--- src/rtl/multiplier_controller_tt1_if.sv ---
// Handshake/strobe bundle between the shift-add multiplier controller and its datapath.
// Every strobe travels with a 1-bit taint companion.
interface multiplier_controller_tt1_if #(
  parameter int unsigned WIDTH = 1024
);
  logic             start;
  logic             start_t;
  logic [WIDTH-1:0] multiplierReg;
  logic             multiplierReg_t;
  logic             mrld;
  logic             mdld;
  logic             rsclear;
  logic             rsload;
  logic             rsshr;
  logic             busy;
  logic             done;
  logic             mrld_t;
  logic             mdld_t;
  logic             rsclear_t;
  logic             rsload_t;
  logic             rsshr_t;
  logic             busy_t;
  logic             done_t;

  modport master (
    output start, start_t, multiplierReg, multiplierReg_t,
    input  mrld, mdld, rsclear, rsload, rsshr, busy, done,
    input  mrld_t, mdld_t, rsclear_t, rsload_t, rsshr_t, busy_t, done_t
  );

  modport slave (
    input  start, start_t, multiplierReg, multiplierReg_t,
    output mrld, mdld, rsclear, rsload, rsshr, busy, done,
    output mrld_t, mdld_t, rsclear_t, rsload_t, rsshr_t, busy_t, done_t
  );
endinterface

--- src/rtl/multiplier_controller_tt1.sv ---
// Control FSM for a sequential shift-add multiplier with sticky 1-bit taint tracking.
// Walks the multiplier word one bit per iteration and Moore-decodes datapath strobes.
module multiplier_controller_tt1 #(
  parameter int unsigned WIDTH = 1024
) (
  input logic                        clk,
  input logic                        rst_n,
  multiplier_controller_tt1_if.slave bus
);
  localparam int unsigned CntW = (WIDTH > 1) ? $clog2(WIDTH) : 1;
  localparam logic [CntW-1:0] CntLast = CntW'(WIDTH - 1);

  typedef enum logic [2:0] {StIdle, StLoad, StTest, StAdd, StShift, StDone} state_e;

  state_e          state_q, state_d;
  logic [CntW-1:0] cnt_q, cnt_d;
  logic            tnt_q, tnt_d;

  always_ff @(posedge clk or negedge rst_n) begin
    if (!rst_n) begin
      state_q <= StIdle;
      cnt_q   <= '0;
      tnt_q   <= 1'b0;
    end else begin
      state_q <= state_d;
      cnt_q   <= cnt_d;
      tnt_q   <= tnt_d;
    end
  end

  always_comb begin
    state_d = state_q;
    cnt_d   = cnt_q;
    tnt_d   = tnt_q;
    unique case (state_q)
      StIdle: begin
        // An accepted start is the only event that can clear the taint.
        if (bus.start) begin
          state_d = StLoad;
          tnt_d   = bus.start_t;
        end
      end
      StLoad: begin
        cnt_d   = '0;
        state_d = StTest;
      end
      StTest: begin
        tnt_d   = tnt_q | bus.multiplierReg_t;
        state_d = bus.multiplierReg[cnt_q] ? StAdd : StShift;
      end
      StAdd:  state_d = StShift;
      StShift: begin
        if (cnt_q == CntLast) begin
          state_d = StDone;
        end else begin
          cnt_d   = cnt_q + CntW'(1);
          state_d = StTest;
        end
      end
      StDone:  state_d = StIdle;
      default: state_d = StIdle;
    endcase
  end

  assign bus.mrld    = (state_q == StLoad);
  assign bus.mdld    = (state_q == StLoad);
  assign bus.rsclear = (state_q == StLoad);
  assign bus.rsload  = (state_q == StAdd);
  assign bus.rsshr   = (state_q == StShift);
  assign bus.busy    = (state_q != StIdle);
  assign bus.done    = (state_q == StDone);

  assign bus.mrld_t    = tnt_q;
  assign bus.mdld_t    = tnt_q;
  assign bus.rsclear_t = tnt_q;
  assign bus.rsload_t  = tnt_q;
  assign bus.rsshr_t   = tnt_q;
  assign bus.busy_t    = tnt_q;
  assign bus.done_t    = tnt_q;
endmodule

--- src/flat_wrapper.sv ---
// flat-port wrapper written by rule: the top's interface ports become plain ports
module multiplier_controller_tt1_flat 
#(
  parameter int unsigned WIDTH = 1024
)
  (clk, rst_n, bus_start, bus_start_t, bus_multiplierReg, bus_multiplierReg_t, bus_mrld, bus_mdld, bus_rsclear, bus_rsload, bus_rsshr, bus_busy, bus_done, bus_mrld_t, bus_mdld_t, bus_rsclear_t, bus_rsload_t, bus_rsshr_t, bus_busy_t, bus_done_t);
  multiplier_controller_tt1_if #(.WIDTH(WIDTH)) bus_i ();
  input logic clk;
  input logic rst_n;
  input wire logic [$bits(bus_i.start)-1:0] bus_start;
  input wire logic [$bits(bus_i.start_t)-1:0] bus_start_t;
  input wire logic [$bits(bus_i.multiplierReg)-1:0] bus_multiplierReg;
  input wire logic [$bits(bus_i.multiplierReg_t)-1:0] bus_multiplierReg_t;
  output wire logic [$bits(bus_i.mrld)-1:0] bus_mrld;
  output wire logic [$bits(bus_i.mdld)-1:0] bus_mdld;
  output wire logic [$bits(bus_i.rsclear)-1:0] bus_rsclear;
  output wire logic [$bits(bus_i.rsload)-1:0] bus_rsload;
  output wire logic [$bits(bus_i.rsshr)-1:0] bus_rsshr;
  output wire logic [$bits(bus_i.busy)-1:0] bus_busy;
  output wire logic [$bits(bus_i.done)-1:0] bus_done;
  output wire logic [$bits(bus_i.mrld_t)-1:0] bus_mrld_t;
  output wire logic [$bits(bus_i.mdld_t)-1:0] bus_mdld_t;
  output wire logic [$bits(bus_i.rsclear_t)-1:0] bus_rsclear_t;
  output wire logic [$bits(bus_i.rsload_t)-1:0] bus_rsload_t;
  output wire logic [$bits(bus_i.rsshr_t)-1:0] bus_rsshr_t;
  output wire logic [$bits(bus_i.busy_t)-1:0] bus_busy_t;
  output wire logic [$bits(bus_i.done_t)-1:0] bus_done_t;
  assign bus_i.start = bus_start;
  assign bus_i.start_t = bus_start_t;
  assign bus_i.multiplierReg = bus_multiplierReg;
  assign bus_i.multiplierReg_t = bus_multiplierReg_t;
  assign bus_mrld = bus_i.mrld;
  assign bus_mdld = bus_i.mdld;
  assign bus_rsclear = bus_i.rsclear;
  assign bus_rsload = bus_i.rsload;
  assign bus_rsshr = bus_i.rsshr;
  assign bus_busy = bus_i.busy;
  assign bus_done = bus_i.done;
  assign bus_mrld_t = bus_i.mrld_t;
  assign bus_mdld_t = bus_i.mdld_t;
  assign bus_rsclear_t = bus_i.rsclear_t;
  assign bus_rsload_t = bus_i.rsload_t;
  assign bus_rsshr_t = bus_i.rsshr_t;
  assign bus_busy_t = bus_i.busy_t;
  assign bus_done_t = bus_i.done_t;
  multiplier_controller_tt1 #(.WIDTH(WIDTH)) u_core (.clk(clk), .rst_n(rst_n), .bus(bus_i));
endmodule
--- config.mk ---
export PLATFORM = sky130hd
export DESIGN_NAME = multiplier_controller_tt1_flat
export DESIGN_NICKNAME = d
export VERILOG_FILES = /design/src/rtl/multiplier_controller_tt1_if.sv /design/src/rtl/multiplier_controller_tt1.sv /design/src/flat_wrapper.sv
export SDC_FILE = /design/constraint.sdc
export NUM_CORES = 1
export LEC_CHECK = 0
export CAP_MARGIN = 15
export CORE_AREA = 5 5 401 403
export CTS_CLUSTER_DIAMETER = 50
export CTS_CLUSTER_SIZE = 24
export DETAILED_ROUTE_END_ITERATION = 8
export DIE_AREA = 0 0 406 408
export PLACE_DENSITY = 0.36
export REMOVE_ABC_BUFFERS = 1
export SLEW_MARGIN = 10
export SYNTH_ARGS = -nofsm -noshare
export SYNTH_HDL_FRONTEND = slang
export SYNTH_SLANG_ARGS = --single-unit
--- constraint.sdc ---
create_clock -name clk -period 8.39 [get_ports clk]
set_input_delay 1.678 -clock clk [delete_from_list [all_inputs] [get_ports clk]]
set_output_delay 1.678 -clock clk [all_outputs]
set_load 0.01 [all_outputs]
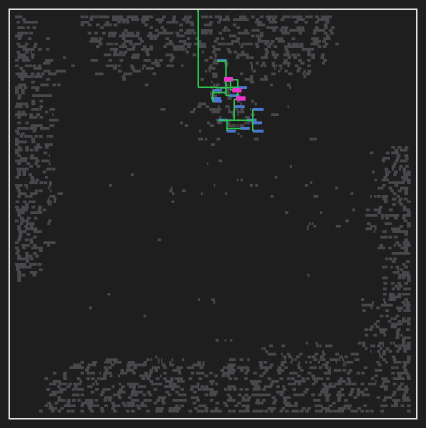
run_1/clock_map.png
(1 px per micron)
Green marks clock wires, length 352 microns. Blue marks flip-flops, count 14. Magenta marks cells driving clock nets, count 3.
Position of the flops: top middle.

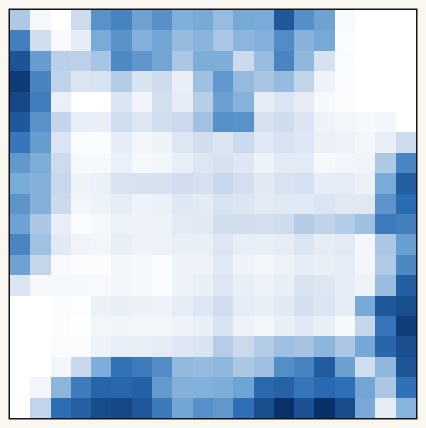
run_1/wire_density.png
(1 px per micron) The die is cut into 20 by 20 equal tiles; white is low, dark blue is high, scaled to the fullest tile. Values are wire area over tile area, all layers added.
The mean over all tiles is 0.099. The densest ninth of the die: bottom right. 22% of the tiles are over half the peak. 11% of the tiles are nearly empty.

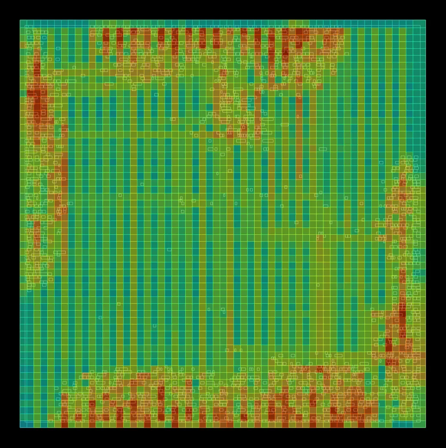
run_1/final_congestion.png
met3 usage: 1.62%
met1 usage: 14.9%
Finished Core Util: 14.1%
busiest grt layer: met2
GR met2 Demand/Resource: 24.0%

==> results.cfg, run 1 <==
; synthesis and place-and-route metrics
[clock_tree]
cts_resized = 0
clkLatencyLatePin_ns = 0.25
cts_tree = yes

[worst_setup_path]
path_buffers = 2
required_ns = 8.53
crit_slowest_cell = dfrtp_4
reg2reg_depth = 10
end_kind = flip-flop
worstSetupStartpoint = u_core.cnt_q[0]
crit_end = u_core.state_q[1]
cp_max_fo = 78

[routing]
vias_per_cell = 3.21
wl_met1_mm = 43.4
drt-total-wl_mm = 108

[sta]
rsz0062_at_grt = no
period_used_pct = 58.4
fin_worst_skew_ns = 0.00405

[power]
p_int_mw = 1.65
vdd_drop_max_uv = 175
p_per_area_nw_per_um2 = 137
netSwitchingFraction_pct = 45.3

[cells_and_area]
largest-register = u_core.cnt_q
area_delta_synth_final_pct = 140
drive_above_1_share_pct = 16.1
final_cell_mix = clkdlybuf4s50_1 (1042), mux4_2 (208), mux2i_1 (130)

[run]
warnings = 33

[die]
die_h_microns = 408
initCoreUtil_pct = 5.87

[grt]
antenna_found_initial = 24
grt_max_degree = 107

[synth]
syn_area_sq_um = 9220
edf_count = 0
logic_family = multiplexers

[run_status]
outcome = finished clean
run 1: cells in the mapped netlist (5+ instances only):
cell	n	area (sq um)
nand2b_1	8	50.1
nand4_1	6	37.5
buf_2	23	115
a22oi_1	26	195
buf_4	22	165
a31oi_1	6	37.5
nand3_1	27	135
mux2_2	11	124
dfrtp_1	14	350
o22ai_1	37	231
a221oi_1	13	114
mux4_2	208	4680
nor4_1	6	37.5
mux2i_1	130	1300
nand2_1	22	82.6
o221ai_1	16	140
inv_1	7	26.3
a21oi_1	28	140
a211oi_1	6	45.0
nor3_1	22	110
nor2b_1	5	31.3
o21ai_0	24	120
nor2_1	42	158
clkbuf_1	36	135
buf_6	20	225
run 1: cells by family after synthesis:
logic type | count (synthesis)
XOR/XNOR | 6
AND/OR/NAND/NOR | 158
adder cells (fa/ha/maj) | 1
flip-flops | 14
buffers and inverters | 114
multiplexers | 349
AND-OR/OR-AND | 177
run 1: through the flow:
step	hold WS (ns)	setup WS, ns	power (mW)
3_3_place_gp	0.686	1.93	3.01
2_1_floorplan	0.580	-4.89	2.65
4_1_cts	0.714	3.27	3.12
5_1_grt	0.735	3.21	3.23
3_5_place_dp	0.700	3.17	3.00
6_report	0.715	3.49	3.02
run 1: power groups by stage:
stage          Clock [mW]  Sequential [mW]  Combinational (mW)
2_1_floorplan           0            0.479                2.17
3_3_place_gp            0            0.164                2.85
3_5_place_dp            0            0.164                2.84
4_1_cts             0.106            0.163                2.85
5_1_grt             0.109            0.167                2.95
6_report            0.105            0.158                2.75
run 1: layout make-up:
cell class	instances	area, sq um	share of cell area [%]
antenna	5	12.5	0.0567
clock buffer	4	88.8	0.402
inverter	7	28.8	0.130
multi-input combinational	691	8240	37.3
sequential	14	365	1.65
tap	2072	2590	11.7
timing repair buffer	1079	10700	48.7
run_1/port_nets.png
(1 px per micron)
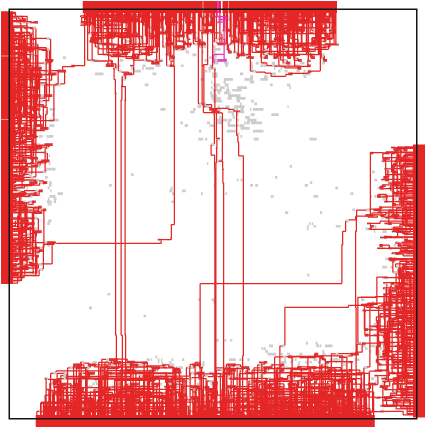

==> inputs of run 2 (changes only) <==
--- a/config.mk
+++ b/config.mk
@@ -6,11 +6,11 @@
 export NUM_CORES = 1
 export LEC_CHECK = 0
 export CAP_MARGIN = 15
-export CORE_AREA = 5 5 401 403
+export CORE_AREA = 5 5 403 405
 export CTS_CLUSTER_DIAMETER = 50
 export CTS_CLUSTER_SIZE = 24
 export DETAILED_ROUTE_END_ITERATION = 8
-export DIE_AREA = 0 0 406 408
+export DIE_AREA = 0 0 408 410
 export PLACE_DENSITY = 0.36
 export REMOVE_ABC_BUFFERS = 1
 export SLEW_MARGIN = 10
==> constraint.sdc (replaced) <==
create_clock -name clk -period 5 [get_ports clk]
set_input_delay 1 -clock clk [delete_from_list [all_inputs] [get_ports clk]]
set_output_delay 1 -clock clk [all_outputs]
set_load 0.01 [all_outputs]
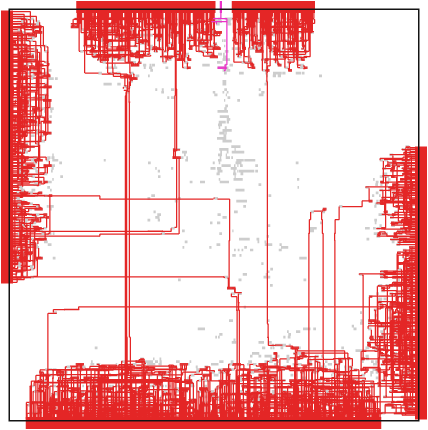
run_2/port_nets.png
(1 px per micron)
Red marks bus_multiplierReg, direction input, edge 385 bottom, 239 top, 200 right, 200 left, end cells 311, buffers 1024, wire 54.2 mm. Magenta marks bus_busy_t, direction output, edge top, end cells 1, buffers 1, wire 96.3 microns.

==> run 2 against run 1 <==
  * Sequential power up 67%
  * Design area rose by 1.8%
  * Worst hold slack lost 0.019 ns
  * Setup slack lost 2.7 ns
  * Via count rose by 2.9%
  * Die size is 0.99% higher
  * Routed wire length increased by 5.0%
  * Synthesized cell count stayed put
  * Total power up 78%
  * Highest routed layer unchanged
==> results.cfg, run 2 <==
; synthesis and place-and-route metrics
[power]
vdd_drop_max_uv = 152
netSwitchingFraction_pct = 46.3
p_per_area_nw_per_um2 = 239
finalPower_mw = 5.37

[worst_setup_path]
path_buffers = 1
crit_slowest_cell = dfrtp_4
required_ns = 5.15
cp_max_fo = 49

[synth]
netlist_top_cells_count = mux4_2 (208), mux2i_1 (130), nor2_1 (42)
largest_area_cell = mux4_2
syn_area_sq_um = 9220

[placement]
pre_cts_ws_ns = 0.323

[clock_tree]
cts_resized = 0
cts_tree = yes
clkLatencyLatePin_ns = 0.26

[run_status]
outcome = finished clean

[cells_and_area]
largest-register = u_core.cnt_q
drive_above_1_share_pct = 17.5

[die]
initCoreUtil_pct = 5.83
die_h_microns = 410

[routing]
vias_per_cell = 3.26
## run 2: cell counts after synthesis
No cell type changed its count.
## run 2: final timing paths
check	slack (ns)	end	depth (start not counted)
max	0.80	u_core.state_q[1]	10
min reg2reg	0.70	u_core.cnt_q[9]	2
min in group asynchronous	1.22	u_core.bus.busy_t	1
max reg2reg	0.80	u_core.state_q[1]	10
max in group asynchronous	3.16	u_core.cnt_q[1]	1
min	0.70	u_core.cnt_q[9]	2
## run 2: per-layer routing
metal	track usage, %	routed length (microns)
met1	14.4	43800
met5	0	119
met3	3.54	7540
met4	2.57	1850
met2	24.2	60300
## run 2: cells by family (layout without fill, tap and decap cells)
logic type,count (synthesis),count (layout)
buffers and inverters,114,1131
AOI/OAI and AO/OA,177,177
xor gates and xnor gates,6,6
adders and majority gates,1,1
and+or+nand+nor,158,158
other,0,11
DFF,14,14
muxes,349,349
## run 2: per-stage QoR
step	instances	hold WS, ns
after global routing	3914	0.732
after global placement	3902	0.690
after CTS	3908	0.718
after detailed placement	3904	0.707
final	3919	0.696
after floorplan	712	0.580
## run 2: layout make-up
class	instances	area (sq um)	share of cell area [%]
inverters	7	28.8	0.128
diodes	11	27.5	0.122
clock buffers	4	88.8	0.395
multi-input cells	691	8220	36.6
repair buffers	1120	11200	49.7
well taps	2072	2590	11.5
flip-flops and latches	14	363	1.61
## run 2: power by group through the flow
stage	clock network, mW	logic [mW]	registers [mW]
floorplan	0	2.18	0.524
global placement	0	5.05	0.273
detailed placement	0	5.05	0.276
CTS	0.192	5.06	0.275
global route	0.191	5.24	0.277
finish	0.184	4.92	0.264
Power and IR drop assume default switching activity.
